[src/rtl/mult_pipe_hs_if.sv]
// mult_pipe_hs_if: handshake bundle for the pipelined multiplier
//   request side : valid_i, ready_o, op_A_i, op_B_i, signed_A_i, signed_B_i, upper_i, tag_i
//   control      : flush_i kills all in-flight ops, busy_o reports any op in flight
//   response side: valid_o, ready_i, result_o, tag_o
//   master drives requests and consumes results; slave is the multiplier
interface mult_pipe_hs_if #(
    parameter int XLEN  = 32,
    parameter int TAG_W = 5
);
    logic             valid_i;
    logic             ready_o;
    logic [XLEN-1:0]  op_A_i;
    logic [XLEN-1:0]  op_B_i;
    logic             signed_A_i;
    logic             signed_B_i;
    logic             upper_i;
    logic [TAG_W-1:0] tag_i;
    logic             flush_i;
    logic             valid_o;
    logic             ready_i;
    logic [XLEN-1:0]  result_o;
    logic [TAG_W-1:0] tag_o;
    logic             busy_o;
    modport master (
        output valid_i, op_A_i, op_B_i, signed_A_i, signed_B_i, upper_i, tag_i, flush_i, ready_i,
        input  ready_o, valid_o, result_o, tag_o, busy_o
    );
    modport slave (
        input  valid_i, op_A_i, op_B_i, signed_A_i, signed_B_i, upper_i, tag_i, flush_i, ready_i,
        output ready_o, valid_o, result_o, tag_o, busy_o
    );
endinterface

[src/rtl/mult_pipe_hs.sv]
// mult_pipe_hs: RV32M/RV64M multiply unit, STAGES-deep accumulate pipeline plus output register
//   clk_i : rising-edge clock
//   rst_i : synchronous active-low reset
//   bus   : mult_pipe_hs_if.slave (operands, variant flags, tag, flush, result handshake, busy)
module mult_pipe_hs #(
    parameter int XLEN   = 32,
    parameter int STAGES = 4,
    parameter int TAG_W  = 5
) (
    input logic          clk_i,
    input logic          rst_i,
    mult_pipe_hs_if.slave bus
);
    localparam int W  = 2 * XLEN;
    localparam int C  = (XLEN + STAGES - 1) / STAGES;
    localparam int BW = C * STAGES;
    logic [STAGES-1:0] v_q, up_q;
    logic [TAG_W-1:0]  tag_q [STAGES];
    logic [W-1:0]      a_q   [STAGES];
    logic [W-1:0]      acc_q [STAGES];
    logic [W-1:0]      acc_d [STAGES];
    logic [BW-1:0]     b_q   [STAGES];
    logic [W-1:0]      a_se;
    logic [BW-1:0]     b_pad;
    logic              adv, valid_q;
    logic [XLEN-1:0]   res_q;
    logic [TAG_W-1:0]  tag_out_q;
    assign adv          = ~valid_q | bus.ready_i;
    assign bus.ready_o  = rst_i & adv;
    assign bus.valid_o  = valid_q;
    assign bus.result_o = res_q;
    assign bus.tag_o    = tag_out_q;
    assign bus.busy_o   = |v_q | valid_q;
    // Operand A is sign/zero extended to 2*XLEN so the modular product needs no further fixup.
    assign a_se  = {{XLEN{bus.signed_A_i & bus.op_A_i[XLEN-1]}}, bus.op_A_i};
    assign b_pad = BW'(bus.op_B_i);
    // B_ext = B - sB*2^XLEN: the negative weight of B's sign bit is folded into the first stage,
    // the remaining unsigned B bits are consumed C at a time, one chunk per stage.
    always_comb begin
        acc_d[0] = a_se * W'(b_pad[C-1:0])
                 - ((bus.signed_B_i & bus.op_B_i[XLEN-1]) ? (a_se << XLEN) : '0);
        for (int k = 1; k < STAGES; k++)
            acc_d[k] = acc_q[k-1] + ((a_q[k-1] * W'(b_q[k-1][k*C +: C])) << (k * C));
    end
    always_ff @(posedge clk_i) begin
        if (!rst_i) begin
            v_q       <= '0;
            valid_q   <= 1'b0;
            res_q     <= '0;
            tag_out_q <= '0;
        end else if (bus.flush_i) begin
            v_q     <= '0;
            valid_q <= 1'b0;
        end else if (adv) begin
            v_q     <= (v_q << 1) | STAGES'(bus.valid_i);
            up_q    <= (up_q << 1) | STAGES'(bus.upper_i);
            valid_q <= v_q[STAGES-1];
            if (v_q[STAGES-1]) begin
                res_q     <= up_q[STAGES-1] ? acc_q[STAGES-1][W-1:XLEN] : acc_q[STAGES-1][XLEN-1:0];
                tag_out_q <= tag_q[STAGES-1];
            end
            if (bus.valid_i) begin
                a_q[0]   <= a_se;
                b_q[0]   <= b_pad;
                acc_q[0] <= acc_d[0];
                tag_q[0] <= bus.tag_i;
            end
            for (int k = 1; k < STAGES; k++) begin
                a_q[k]   <= a_q[k-1];
                b_q[k]   <= b_q[k-1];
                acc_q[k] <= acc_d[k];
                tag_q[k] <= tag_q[k-1];
            end
        end
    end
endmodule

[src/flat_wrapper.sv]
// flat-port wrapper written by rule: the top's interface ports become plain ports
module mult_pipe_hs_flat 
#(
    parameter int XLEN   = 32,
    parameter int STAGES = 4,
    parameter int TAG_W  = 5
)
  (clk_i, rst_i, bus_valid_i, bus_op_A_i, bus_op_B_i, bus_signed_A_i, bus_signed_B_i, bus_upper_i, bus_tag_i, bus_flush_i, bus_ready_i, bus_ready_o, bus_valid_o, bus_result_o, bus_tag_o, bus_busy_o);
  mult_pipe_hs_if #(.XLEN(XLEN), .TAG_W(TAG_W)) bus_i ();
  input logic clk_i;
  input logic rst_i;
  input wire logic [$bits(bus_i.valid_i)-1:0] bus_valid_i;
  input wire logic [$bits(bus_i.op_A_i)-1:0] bus_op_A_i;
  input wire logic [$bits(bus_i.op_B_i)-1:0] bus_op_B_i;
  input wire logic [$bits(bus_i.signed_A_i)-1:0] bus_signed_A_i;
  input wire logic [$bits(bus_i.signed_B_i)-1:0] bus_signed_B_i;
  input wire logic [$bits(bus_i.upper_i)-1:0] bus_upper_i;
  input wire logic [$bits(bus_i.tag_i)-1:0] bus_tag_i;
  input wire logic [$bits(bus_i.flush_i)-1:0] bus_flush_i;
  input wire logic [$bits(bus_i.ready_i)-1:0] bus_ready_i;
  output wire logic [$bits(bus_i.ready_o)-1:0] bus_ready_o;
  output wire logic [$bits(bus_i.valid_o)-1:0] bus_valid_o;
  output wire logic [$bits(bus_i.result_o)-1:0] bus_result_o;
  output wire logic [$bits(bus_i.tag_o)-1:0] bus_tag_o;
  output wire logic [$bits(bus_i.busy_o)-1:0] bus_busy_o;
  assign bus_i.valid_i = bus_valid_i;
  assign bus_i.op_A_i = bus_op_A_i;
  assign bus_i.op_B_i = bus_op_B_i;
  assign bus_i.signed_A_i = bus_signed_A_i;
  assign bus_i.signed_B_i = bus_signed_B_i;
  assign bus_i.upper_i = bus_upper_i;
  assign bus_i.tag_i = bus_tag_i;
  assign bus_i.flush_i = bus_flush_i;
  assign bus_i.ready_i = bus_ready_i;
  assign bus_ready_o = bus_i.ready_o;
  assign bus_valid_o = bus_i.valid_o;
  assign bus_result_o = bus_i.result_o;
  assign bus_tag_o = bus_i.tag_o;
  assign bus_busy_o = bus_i.busy_o;
  mult_pipe_hs #(.XLEN(XLEN), .STAGES(STAGES), .TAG_W(TAG_W)) u_core (.clk_i(clk_i), .rst_i(rst_i), .bus(bus_i));
endmodule
[config.mk]
export PLATFORM = sky130hd
export DESIGN_NAME = mult_pipe_hs_flat
export DESIGN_NICKNAME = d
export VERILOG_FILES = /design/src/rtl/mult_pipe_hs_if.sv /design/src/rtl/mult_pipe_hs.sv /design/src/flat_wrapper.sv
export SDC_FILE = /design/constraint.sdc
export NUM_CORES = 2
export LEC_CHECK = 0
export CORE_MARGIN = 5
export CORE_UTILIZATION = 30
export DETAILED_ROUTE_END_ITERATION = 8
export HOLD_SLACK_MARGIN = 0.12
export PLACE_DENSITY = 0.52
export SLEW_MARGIN = 20
export SYNTH_ARGS = -nofsm -noshare
export SYNTH_HDL_FRONTEND = slang
export SYNTH_SLANG_ARGS = --single-unit
[constraint.sdc]
create_clock -name clk_i -period 17.1 [get_ports clk_i]
set_clock_uncertainty 0.05 [all_clocks]
set_input_delay 1.71 -clock clk_i [delete_from_list [all_inputs] [get_ports clk_i]]
set_output_delay 1.71 -clock clk_i [all_outputs]
set_load 0.02 [all_outputs]
**Signal wires on met3**

Drawn at 1 px/um.
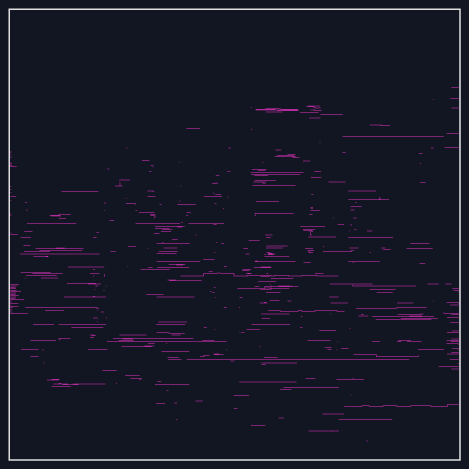
main direction	horizontal
nets with wire on the layer	302

**The clock network**

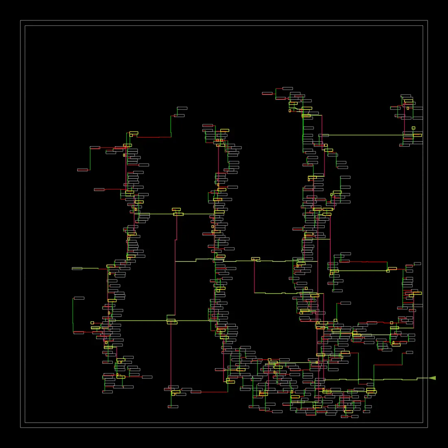
total of clock buffers placed in the layout: 72
later-pin clock latency in the skew report: 0.68 ns
flop count: 469
number of clock sinks seen by CTS: 469

==> results.txt <==
Physical design

The run finished with clean final reports. Of all flip-flops after synthesis, the portion carrying an async set or reset was 0. The final clock period utilization by the worst path stands at 0.6157. In the layout the tool counted multi-input logic cells amounting to 4,330.

After global routing the overflow that remains totals 0. The library cell used most frequently in the layout, excluding fill and tap cells, is sky130_fd_sc_hd__fa_1. When the netlist entered floorplanning its net count stood at 7,111. The post-synthesis instance total stands at 5,786. The synthesized cell area stands at 0.05785 mm2. The area of the multi-input gates stands at roughly 0.041 mm2. In the detailed route, the total length drawn on met3 is 5958 um. The synth_stat.txt file lists the number of cells as 5,786. CTS placed an instance of sky130_fd_sc_hd__clkbuf_16 at the clock tree root. The timing-limited maximum frequency stands at about 95 MHz. The die boundary width stands at 449.1 um. For this design, the slowest cell found on the critical path is sky130_fd_sc_hd__clkdlybuf4s50_1. The critical path required time stands at 17.45 ns. The share of the core filled by cells before placement stands at 0.3010.

The minimum setup slack among reg-to-reg paths stands at slightly above 8 ns. In the global route stage, met1 resource usage came out at 0.2256. The most critical setup path has its startpoint at bus_op_A_i[7]. The synthesis stats list as the most numerous cell sky130_fd_sc_hd__fa_1.

In this run, the synthesized area fraction spent on xor and xnor cells is recorded as 0.04617. Per the timing report, the most critical flop-to-flop path originates at u_core.b_q[0][10].

The met2 layer usage reported by global route stands at 0.2489. The pin count of the biggest net entering global routing stands at 150. The largest registers in the layout are u_core.acc_q (256), u_core.a_q (99), u_core.b_q (48). The residual antenna-violating net count after detailed routing stands at 0.

Counting endpoints that fail hold in the final report gives 0. The mean instance size in the synthesized netlist stands at 9.999 um2. The first detailed-routing pass took 5 iterations. The number of warnings reported in the stage logs is 37.

The tap cell count stands at between 2k and 3k. The cell-mix breakdown from Yosys lists the adder-cell area share as 0.3777. The number of logic stages on the critical path including buffering stands at 34. The number of slew-limit violations in the final report stands at 0. In this run, the synthesized area fraction spent on and/or/nand/nor cells is recorded as 0.1592. The multi-input gate share of the layout cell area stands at 0.6342.

The quantity of gates resized following cts stands at 0. The met3 layer usage reported by global route stands at 0.01494. The DRC violation total left in the routed layout is recorded as 0. Between the synthesized netlist and the finished layout, the area growth was recorded as 10.40%.

Wire segments on met2 add up to 70,930 um in the final route. Once layout is complete, the cells apart from fillers number 8,421. Following the worst setup path forward leads to its endpoint at u_core.acc_q[0][63].

The endpoint of the worst hold path is reported as u_core.acc_q[2][7]. The first global-routing pass estimated between 200,000 and 250,000 um of wire. At the end of the flow the core is filled with cells to 0.3324. The chip occupies 0.2017 mm2. In the final layout, the fill cell count is 19.79k. The worst hold path begins at u_core.acc_q[1][7]. Detailed-route iteration 0 reported a violation count of 2,184. Synthesis instantiated around 82 different standard cells from the library. TritonCTS built the clock tree. Data arrives at the worst endpoint at 10.87 ns. Ranking logic cells in the layout by count gives the top entries sky130_fd_sc_hd__fa_1, sky130_fd_sc_hd__inv_1, sky130_fd_sc_hd__and2_1, sky130_fd_sc_hd__nand2_1, sky130_fd_sc_hd__edfxtp_1. The critical path in the final layout is reported with a setup slack of 6.571 ns.

The H-tree generated during clock tree synthesis spans 2 levels. The critical path is of the input pin to flop type. The total CTS buffers stands at 59. For this run, the number of Yosys warnings is 0.

The worst slew margin relative to its limit stands at 0.4025. The core region is ~0.19 mm2. The post-synth tally of flip-flops with integrated enable stands at 427. Measured on the final layout, the clock distribution area share stands at 0.03030. The synthesis run identifies the leading combinational cell family as adder cells.

The sequential cells in the finished layout cover a total of 0.01366 mm2. For this run, the detailed router reports a per-instance via density of ~4.8. The delay of the slowest cell on the worst path stands at 0.90 ns. The number of instances on the worst hold path stands at 0. STA classifies the critical path endpoint as a flop. Per the post-run analysis, buffers plus inverters along the critical path come to 5.

Of the cells placed in the final design, the portion with a size suffix greater than 1 is 0.03055. The summed negative setup slack over all endpoints stands at 0 ns.

The net count of the finished layout stands at 7,168. The clock transition at the registers of the reported paths stands at 0.06 ns. In the per-layer summary, the met1 wirelength comes to about 77,000 um.

Looking at the global route congestion table, the highest-usage layer is met2. The worst setup path is launched from an input pin. Yosys reports that the most numerous cell types are sky130_fd_sc_hd__fa_1, sky130_fd_sc_hd__inv_1, sky130_fd_sc_hd__and2_1, sky130_fd_sc_hd__nand2_1, sky130_fd_sc_hd__edfxtp_1. In the synthesis report, Yosys lists the chip area as 0.05785 mm2.

The post-synthesis sequential element count stands at 469. The capture point of the worst register-to-register path is recorded as u_core.acc_q[1][62]. The number of global-route vias before repair stands at 43.15k. The cts-stage hold buffer count stands at 0. The half-perimeter wire length after placement stands at 122,900 um. The register with the most flip-flops in the final layout is u_core.acc_q. The cell count after placement stands at 8,308. The height of the chip stands at 449.1 um. The final critical path time including I/O delays and setup stands at 10.53 ns. The area share of the largest cell type after synthesis stands at 0.2876. The measured slew at the worst slew-check pin stands at roughly 0.90 ns. Per the CTS log, the buffer count on the longest clock path is 3. After layout, the inverter instance count without clock inverters stands at ~820. The global routing report lists combined usage of all routing layers as 0.1544. The initial antenna violation count stands at 5. STA on the placed design reports a worst setup slack of 5.933 ns.

The row count stands at 161. Of all cell types, the one taking the most synthesized area is sky130_fd_sc_hd__fa_1. The relative area of non-clock buffer cells in the final design stands at 0.02366.

The max-capacitance violation count stands at 0. The count of boundary I/O pins stands at 117.
**Sequential cells grouped by signal name**

Drawn at 1 px/um. Other sequential cells in the stronger gray, the rest of the logic in the fainter gray.
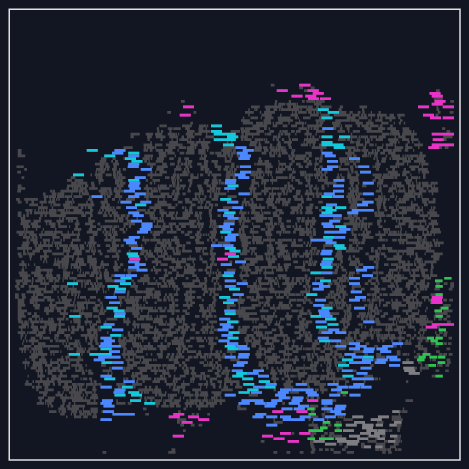
netlist name	color	sequential cells
u_core.b_q	magenta	48
u_core.a_q	cyan	99
u_core.bus.result_o	green	32
u_core.acc_q	blue	256

**Routed metal per tile**

22 x 22 tiles, from black (low) to pale yellow (high), scaled to the fullest tile. Values are wire area over tile area, all layers added.
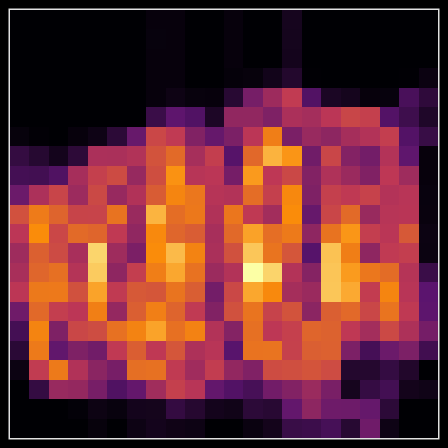
emptiest ninth of the die	north-west
densest ninth of the die	center
nearly empty tiles	25%
Routed WL per cell: 18.62 um
DRT Wirelength: 156,800 um
Via Count: 40.72k

